==> src/rtl/key_cursor_ctrl.sv <==
// -----------------------------------------------------------------------------
// key_cursor_ctrl
//   Turns keyboard make/break events into cursor movement on a COLS x ROWS
//   board, with optional auto-repeat of a held direction key and one-cycle
//   action pulses for Space, G and Esc.
//
// Ports
//   clk          : single clock
//   rstn         : asynchronous active-low reset
//   key_event    : [10] valid, [9] E0-extended, [8] break, [7:0] scancode
//   cursor_x     : current column (0..COLS-1)
//   cursor_y     : current row    (0..ROWS-1)
//   sel_pulse    : one cycle, Space pressed
//   aux_pulse    : one cycle, G pressed
//   cancel_pulse : one cycle, Esc pressed
//   move_pulse   : one cycle, cursor changed position
//   bump_pulse   : one cycle, a step was blocked at a board edge (clamp mode)
// -----------------------------------------------------------------------------
module key_cursor_ctrl #(
  parameter int COLS       = 8,
  parameter int ROWS       = 8,
  parameter int XW         = 3,
  parameter int YW         = 3,
  parameter int WRAP       = 1,
  parameter int REPEAT_EN  = 1,
  parameter int REP_DELAY  = 25000000,
  parameter int REP_PERIOD = 5000000,
  parameter int CW         = 26
) (
  input  logic          clk,
  input  logic          rstn,
  input  logic [10:0]   key_event,
  output logic [XW-1:0] cursor_x,
  output logic [YW-1:0] cursor_y,
  output logic          sel_pulse,
  output logic          aux_pulse,
  output logic          cancel_pulse,
  output logic          move_pulse,
  output logic          bump_pulse
);

  typedef enum logic [1:0] {
    ST_IDLE   = 2'd0,
    ST_DELAY  = 2'd1,
    ST_REPEAT = 2'd2
  } state_t;

  localparam logic [8:0] CODE_SPACE = 9'h029;
  localparam logic [8:0] CODE_G     = 9'h034;
  localparam logic [8:0] CODE_ESC   = 9'h076;

  // Direction decode: bit 2 = is a direction key, [1:0] = 0 up, 1 down,
  // 2 left, 3 right.
  function automatic logic [2:0] dir_decode(input logic [8:0] code);
    case (code)
      9'h01D, 9'h043, 9'h175: dir_decode = 3'b100;
      9'h01B, 9'h042, 9'h172: dir_decode = 3'b101;
      9'h01C, 9'h03B, 9'h16B: dir_decode = 3'b110;
      9'h023, 9'h04B, 9'h174: dir_decode = 3'b111;
      default:                dir_decode = 3'b000;
    endcase
  endfunction

  state_t        state_r;
  logic [8:0]    held_code_r;
  logic [CW-1:0] cnt_r;

  logic [8:0]    code_s;
  logic          new_make_s;
  logic          held_break_s;
  logic [2:0]    make_dir_s;
  logic [2:0]    held_dir_s;
  logic          rep_due_s;
  logic          step_s;
  logic [1:0]    step_dir_s;
  logic [XW-1:0] next_x_s;
  logic [YW-1:0] next_y_s;
  logic          blocked_s;

  assign code_s       = {key_event[9], key_event[7:0]};
  // A level-held event repeats the held code, so it is never a new make.
  assign new_make_s   = key_event[10] & ~key_event[8] & (code_s != held_code_r);
  assign held_break_s = key_event[10] &  key_event[8] & (code_s == held_code_r);
  assign make_dir_s   = dir_decode(code_s);
  assign held_dir_s   = dir_decode(held_code_r);

  // Repeat timer expiry in the current state, taken from the held key.
  always_comb begin
    rep_due_s = 1'b0;
    if (held_dir_s[2]) begin
      if ((state_r == ST_DELAY) && (cnt_r == CW'(REP_DELAY - 1))) begin
        rep_due_s = 1'b1;
      end else if ((state_r == ST_REPEAT) && (cnt_r == CW'(REP_PERIOD - 1))) begin
        rep_due_s = 1'b1;
      end else begin
        rep_due_s = 1'b0;
      end
    end else begin
      rep_due_s = 1'b0;
    end
  end

  // Pick at most one step per cycle; a new make or a held-key break
  // suppresses any repeat step due in the same cycle.
  always_comb begin
    step_s     = 1'b0;
    step_dir_s = 2'b00;
    if (new_make_s && make_dir_s[2]) begin
      step_s     = 1'b1;
      step_dir_s = make_dir_s[1:0];
    end else if (!new_make_s && !held_break_s && rep_due_s) begin
      step_s     = 1'b1;
      step_dir_s = held_dir_s[1:0];
    end else begin
      step_s     = 1'b0;
      step_dir_s = 2'b00;
    end
  end

  // Next position for the selected direction; edge tests use >= so an
  // out-of-range coordinate can never be incremented further.
  always_comb begin
    next_x_s  = cursor_x;
    next_y_s  = cursor_y;
    blocked_s = 1'b0;
    case (step_dir_s)
      2'b00: begin
        if (cursor_y == {YW{1'b0}}) begin
          if (WRAP != 0) next_y_s = YW'(ROWS - 1);
          else           blocked_s = 1'b1;
        end else begin
          next_y_s = cursor_y - YW'(1);
        end
      end
      2'b01: begin
        if (cursor_y >= YW'(ROWS - 1)) begin
          if (WRAP != 0) next_y_s = {YW{1'b0}};
          else           blocked_s = 1'b1;
        end else begin
          next_y_s = cursor_y + YW'(1);
        end
      end
      2'b10: begin
        if (cursor_x == {XW{1'b0}}) begin
          if (WRAP != 0) next_x_s = XW'(COLS - 1);
          else           blocked_s = 1'b1;
        end else begin
          next_x_s = cursor_x - XW'(1);
        end
      end
      2'b11: begin
        if (cursor_x >= XW'(COLS - 1)) begin
          if (WRAP != 0) next_x_s = {XW{1'b0}};
          else           blocked_s = 1'b1;
        end else begin
          next_x_s = cursor_x + XW'(1);
        end
      end
      default: begin
        next_x_s  = cursor_x;
        next_y_s  = cursor_y;
        blocked_s = 1'b0;
      end
    endcase
  end

  // Key tracking, repeat FSM, cursor and pulse registers.
  always_ff @(posedge clk or negedge rstn) begin
    if (!rstn) begin
      state_r      <= ST_IDLE;
      held_code_r  <= 9'd0;
      cnt_r        <= {CW{1'b0}};
      cursor_x     <= {XW{1'b0}};
      cursor_y     <= {YW{1'b0}};
      sel_pulse    <= 1'b0;
      aux_pulse    <= 1'b0;
      cancel_pulse <= 1'b0;
      move_pulse   <= 1'b0;
      bump_pulse   <= 1'b0;
    end else begin
      sel_pulse    <= new_make_s & (code_s == CODE_SPACE);
      aux_pulse    <= new_make_s & (code_s == CODE_G);
      cancel_pulse <= new_make_s & (code_s == CODE_ESC);
      move_pulse   <= step_s & ~blocked_s;
      bump_pulse   <= step_s &  blocked_s;

      if (step_s && !blocked_s) begin
        cursor_x <= next_x_s;
        cursor_y <= next_y_s;
      end else begin
        cursor_x <= cursor_x;
        cursor_y <= cursor_y;
      end

      if (new_make_s) begin
        held_code_r <= code_s;
        cnt_r       <= {CW{1'b0}};
        if (make_dir_s[2] && (REPEAT_EN != 0)) state_r <= ST_DELAY;
        else                                   state_r <= ST_IDLE;
      end else if (held_break_s) begin
        held_code_r <= 9'd0;
        cnt_r       <= {CW{1'b0}};
        state_r     <= ST_IDLE;
      end else begin
        case (state_r)
          ST_IDLE: begin
            cnt_r <= {CW{1'b0}};
          end
          ST_DELAY: begin
            if (cnt_r == CW'(REP_DELAY - 1)) begin
              cnt_r   <= {CW{1'b0}};
              state_r <= ST_REPEAT;
            end else begin
              cnt_r <= cnt_r + CW'(1);
            end
          end
          ST_REPEAT: begin
            if (cnt_r == CW'(REP_PERIOD - 1)) cnt_r <= {CW{1'b0}};
            else                              cnt_r <= cnt_r + CW'(1);
          end
          default: begin
            cnt_r   <= {CW{1'b0}};
            state_r <= ST_IDLE;
          end
        endcase
      end
    end
  end

endmodule

==> config.mk <==
export PLATFORM = sky130hd
export DESIGN_NAME = key_cursor_ctrl
export DESIGN_NICKNAME = d
export VERILOG_FILES = /design/src/rtl/key_cursor_ctrl.sv
export SDC_FILE = /design/constraint.sdc
export NUM_CORES = 1
export LEC_CHECK = 0
export ABC_AREA = 0
export CELL_PAD_IN_SITES_DETAIL_PLACEMENT = 0
export CELL_PAD_IN_SITES_GLOBAL_PLACEMENT = 1
export CORE_MARGIN = 5
export CORE_UTILIZATION = 45
export DETAILED_ROUTE_END_ITERATION = 8
export PLACE_DENSITY = 0.82
export SETUP_SLACK_MARGIN = 0.4
export SLEW_MARGIN = 40
export SYNTH_ARGS = -nofsm -noshare
export SYNTH_HDL_FRONTEND = slang
export SYNTH_SLANG_ARGS = --single-unit
==> constraint.sdc <==
create_clock -name clk -period 3.2 [get_ports clk]
set_input_delay 0.64 -clock clk [delete_from_list [all_inputs] [get_ports clk]]
set_output_delay 0.64 -clock clk [all_outputs]
set_load 0.05 [all_outputs]
Figure 1. M1 wires.
Supply wires on this layer in gray.
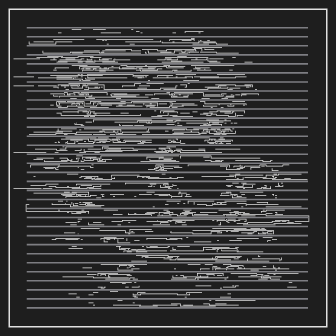
The wires run mostly horizontal. The layer holds 51% of the routed length. 360 nets have wire on it. The layer carries 3,600 um of wire. The longest straight run is 28.1 um.

Figure 2. M2 wires.
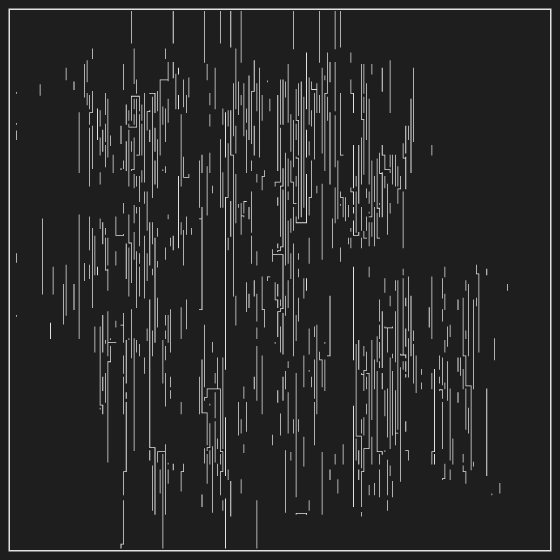
The layer carries 3,120 um of wire. The layer holds 44% of the routed length. The wires run mostly vertical. 337 nets have wire on it.

Figure 3. Metal 3.
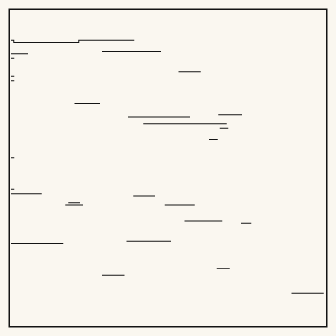
The layer holds 3.2% of the routed length. The longest straight run is 24.8 um. The wires run mostly horizontal.

Figure 4. Wiring heat map.
Scale bar: 20 um. 19 x 19 tiles, from dark purple (low) to yellow (high), scaled to the fullest tile. Values are wire area over tile area, all layers added.
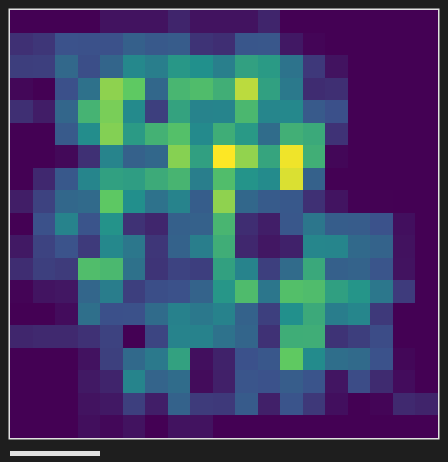
The emptiest ninth of the die: upper right. The mean over all tiles is 0.12. 16% of the tiles are over half the peak.

==> flow_summary.yaml <==
# synthesis and place-and-route metrics
run_status:
  status: "complete, no violations"
clocking:
  cts.htree.levels: 2
  cts.reportedPaths.clkPinSlew_ps: 110
  tritoncts_clock_tree: "yes"
  clock-root-buffer: "sky130_fd_sc_hd__clkbuf_8"
  numCtsBuffers: 5
  cts.sinks: 47
  cts-root-to-sink-buffers: 2
  insertion_delay_ps: 320
placed_design:
  globalplace.congestion: 0.824
  placed_cells: 467
  detailed_place_hpwl_um: 5220
  port_buffers: 22
  place_ws_ps: 44.0
  dpl_cell_area_um2: 3620
floorplan:
  dieArea_um2: 9040
  die_w_um: 95.1
  placement_rows: 31
  ioPinCount: 24
  die_y_um: 95.1
  initial_utilization_pct: 45.7
  placeableCoreArea_um2: 7140
final_timing:
  maxClockFrequency_ghz: 0.363
  skew_ps: 15.4
  setup-violations-final: 0
  worst_slew_pin_slew_ps: 658
  hold_viol: 0
  final_min_period_over_clock_period_pct: 86.0
  rsz0062_at_grt: "true"
  post-route-min-period_ps: 2750
  hold_ws_ps: 310
  final_max_slew_viol_count: 0
  final.setup.tns_ps: 0
  fin_ws_ps: 448
  slew_headroom_pct: 55.7
layout:
  finish.cell_count_without_fillers: 475
  diodes: 0
  fraction_of_layout_cells_with_a_size_suffix_above_1_pct: 16.8
  n_fill_cell: 684
  layout.cells.most_common: "sky130_fd_sc_hd__dfrtp_1"
  finish.utilization_pct: 52.5
  nets: 400
  post-route-cell-area_um2: 3750
  combGateArea_um2: 1960
  syn_to_final_growth_pct: 15.0
  final_layout_top_logic_cells: "sky130_fd_sc_hd__dfrtp_1, sky130_fd_sc_hd__nor2_1, sky130_fd_sc_hd__nand2_1"
  sequential_cell_area_um2: 1180
critical_path:
  cp_data_required_time_ps: 3400
  critical-path-max-stage-delay_ps: 630
  r2r-start: "cnt_r[15]"
  timing.critical_path.cells: "clkdlybuf4s50_1, xnor2_1, and2_2, a31oi_2, o32a_2, a21o_2, o31a_1, o2bb2a_1"
  worstReg2RegEnd: "cursor_y[0]"
  critPathArrivalTime_ps: 2950
  end_kind: "flop"
  critPathMaxFanout: 7
  ff2ff_path_depth: 7
  standard_cell_with_the_maximum_stage_delay_on_the_critical_path: "sky130_fd_sc_hd__clkdlybuf4s50_1"
  timing.setup.critical_path_class: "in -> reg"
  worst-r2r-setup-slack_ps: 650
  critical_path.startpoint_type: "input port"
worst_hold_path:
  class_of_the_worst_hold_path: "in -> async"
synth:
  yosys-stat-cells: 344
  synth_seq_share_pct: 36.1
  synth_warnings: 0
  area_leaders: "sky130_fd_sc_hd__dfrtp_1, sky130_fd_sc_hd__xnor2_1, sky130_fd_sc_hd__nor2_1, sky130_fd_sc_hd__ha_1, sky130_fd_sc_hd__xor2_1"
  yosys_synthesis_chip_area_um2: 3260
  number_of_flops_mapped_to_enable_cells_by_yosys: 0
  synth_flop_count: 47
  syn_nets: 369
  syn-instance-count: 344
  top_area_share_pct: 36.1
  netlist.top_cell.by_area: "sky130_fd_sc_hd__dfrtp_1"
  postSynthAreaPerCell_um2: 9.47
  synthFlopType: "sky130_fd_sc_hd__dfrtp_1"
  synth-async-reset-ratio_pct: 100
  mappedNetlistArea_um2: 3260
  post_synth_num_cell_types: 81
drt:
  detailroute.wirelength.met2_um: 3120
  ant_nets_after_route: 0
  detailedRoute.firstPassIterationCount: 4
  drc_errors: 0
  detail_route.wirelength_um: 7030
  wirelength_met1_um: 3600
  routed.top_layer: "met4"
  met3WireLength_um: 226
  dr.first_iter.drc_count: 107
  route.detailed.wl_per_inst_um: 14.8
  route.vias.total: 2598
  post_drt_via_cell_ratio: 5.47
job:
  openroad.warnings: 33
  maxCapViolCount: 0
power:
  pwr_density_cell_nw_per_um2: 353
  p_int_mw: 0.890
  power_switching_share_pct: 32.7
  vdd_drop_max_uv: 181
  p_sw_mw: 0.432
  totalPowerFinal_mw: 1.32
  power.share.sequential_pct: 49.8
  comb_power_share_pct: 20.8
  clockPowerShare_pct: 29.3
  p_leak_nw: 1.56
global_routing:
  gr-total-overflow: 0
  first_global_vias: 2445
  grt_first_pass_wirelength_um: 11900
  gr-usage-all-layers_pct: 16.8
  grt_max_degree: 48
  initial_antenna_violation_count: 0
## cells in the mapped netlist, types with 3 or more instances
master / n
sky130_fd_sc_hd__a211oi_1: 3
sky130_fd_sc_hd__a21oi_1: 7
sky130_fd_sc_hd__a22o_2: 8
sky130_fd_sc_hd__a31oi_1: 3
sky130_fd_sc_hd__and3_1: 11
sky130_fd_sc_hd__and4b_1: 3
sky130_fd_sc_hd__buf_4: 5
sky130_fd_sc_hd__clkbuf_1: 3
sky130_fd_sc_hd__dfrtp_1: 47
sky130_fd_sc_hd__ha_1: 12
sky130_fd_sc_hd__inv_1: 17
sky130_fd_sc_hd__nand2_1: 20
sky130_fd_sc_hd__nand3_1: 18
sky130_fd_sc_hd__nand3b_1: 3
sky130_fd_sc_hd__nand4_1: 8
sky130_fd_sc_hd__nor2_1: 43
sky130_fd_sc_hd__nor2b_1: 3
sky130_fd_sc_hd__nor3_1: 8
sky130_fd_sc_hd__nor4_1: 7
sky130_fd_sc_hd__o21ai_0: 9
sky130_fd_sc_hd__or3_1: 3
sky130_fd_sc_hd__xnor2_1: 20
sky130_fd_sc_hd__xor2_1: 14
## layer usage
metal / up-vias / GRT usage [%]
met1: 1255 / 24.6
met2: 43 / 25.2
met5: - / 0
met4: 0 / 4.69
met3: 5 / 3.08
li1: 1295 / -
## power groups by stage
stage / sequential [mW] / combinational [mW] / clock, mW
3_5_place_dp: 0.669 / 0.275 / 0
6_report: 0.659 / 0.275 / 0.388
2_1_floorplan: 0.680 / 0.177 / 0
3_3_place_gp: 0.670 / 0.268 / 0
5_1_grt: 0.665 / 0.300 / 0.418
4_1_cts: 0.658 / 0.275 / 0.395
## layout make-up
class	count	share of cell area [%]
Clock inverter	3	0.601
Sequential cell	47	31.4
Tap cell	99	3.31
Timing Repair Buffer	36	8.75
Clock buffer	5	1.84
Inverter	17	1.70
Multi-Input combinational cell	268	52.4
## worst max-delay path, delay by kind of cell
family | cells | cell delay (ps)
compound gates | 5 | 1270
xor+xnor | 1 | 170
buf+inv | 1 | 630
simple gates | 1 | 220
## registers in the layout, indices dropped and copies added, names as in the netlist
| register | cells |
|---|---|
| aux_pulse | 1 |
| cancel_pulse | 1 |
| cnt_r | 26 |
| cursor_x | 3 |
| cursor_y | 3 |
| held_code_r | 9 |
| move_pulse | 1 |
| sel_pulse | 1 |
| state_r | 2 |
## cell families (layout without fill, tap and decap cells)
family,Yosys count,count (layout),share of synthesized area (%)
xor gates and xnor gates,35,35,9.64
buffers and inverters,29,61,4.45
adders and majority gates,12,12,4.61
AOI/OAI and AO/OA,57,57,15.2
and+or+nand+nor,160,160,28.9
other,1,1,0.115
DFF,47,47,36.1
muxes,3,3,0.960
## repair_timing
item,CTS,global route
hold buffers,0,0
gates resized,3,6
buffers inserted,0,0
setup endpoints to repair,2,4
## worst max-delay path by stage
stage	end	slack, ps	cells after the start	startpoint
after floorplan	cursor_y[0]	610	8	key_event[5]
after global placement	cursor_x[2]	70	9	key_event[6]
after detailed placement	cursor_x[2]	40	9	key_event[6]
after CTS	cursor_x[2]	420	8	key_event[3]
after global routing	cursor_x[2]	390	10	key_event[4]
final	cursor_x[2]	450	8	key_event[1]
Power is estimated from default activity; no workload was simulated.
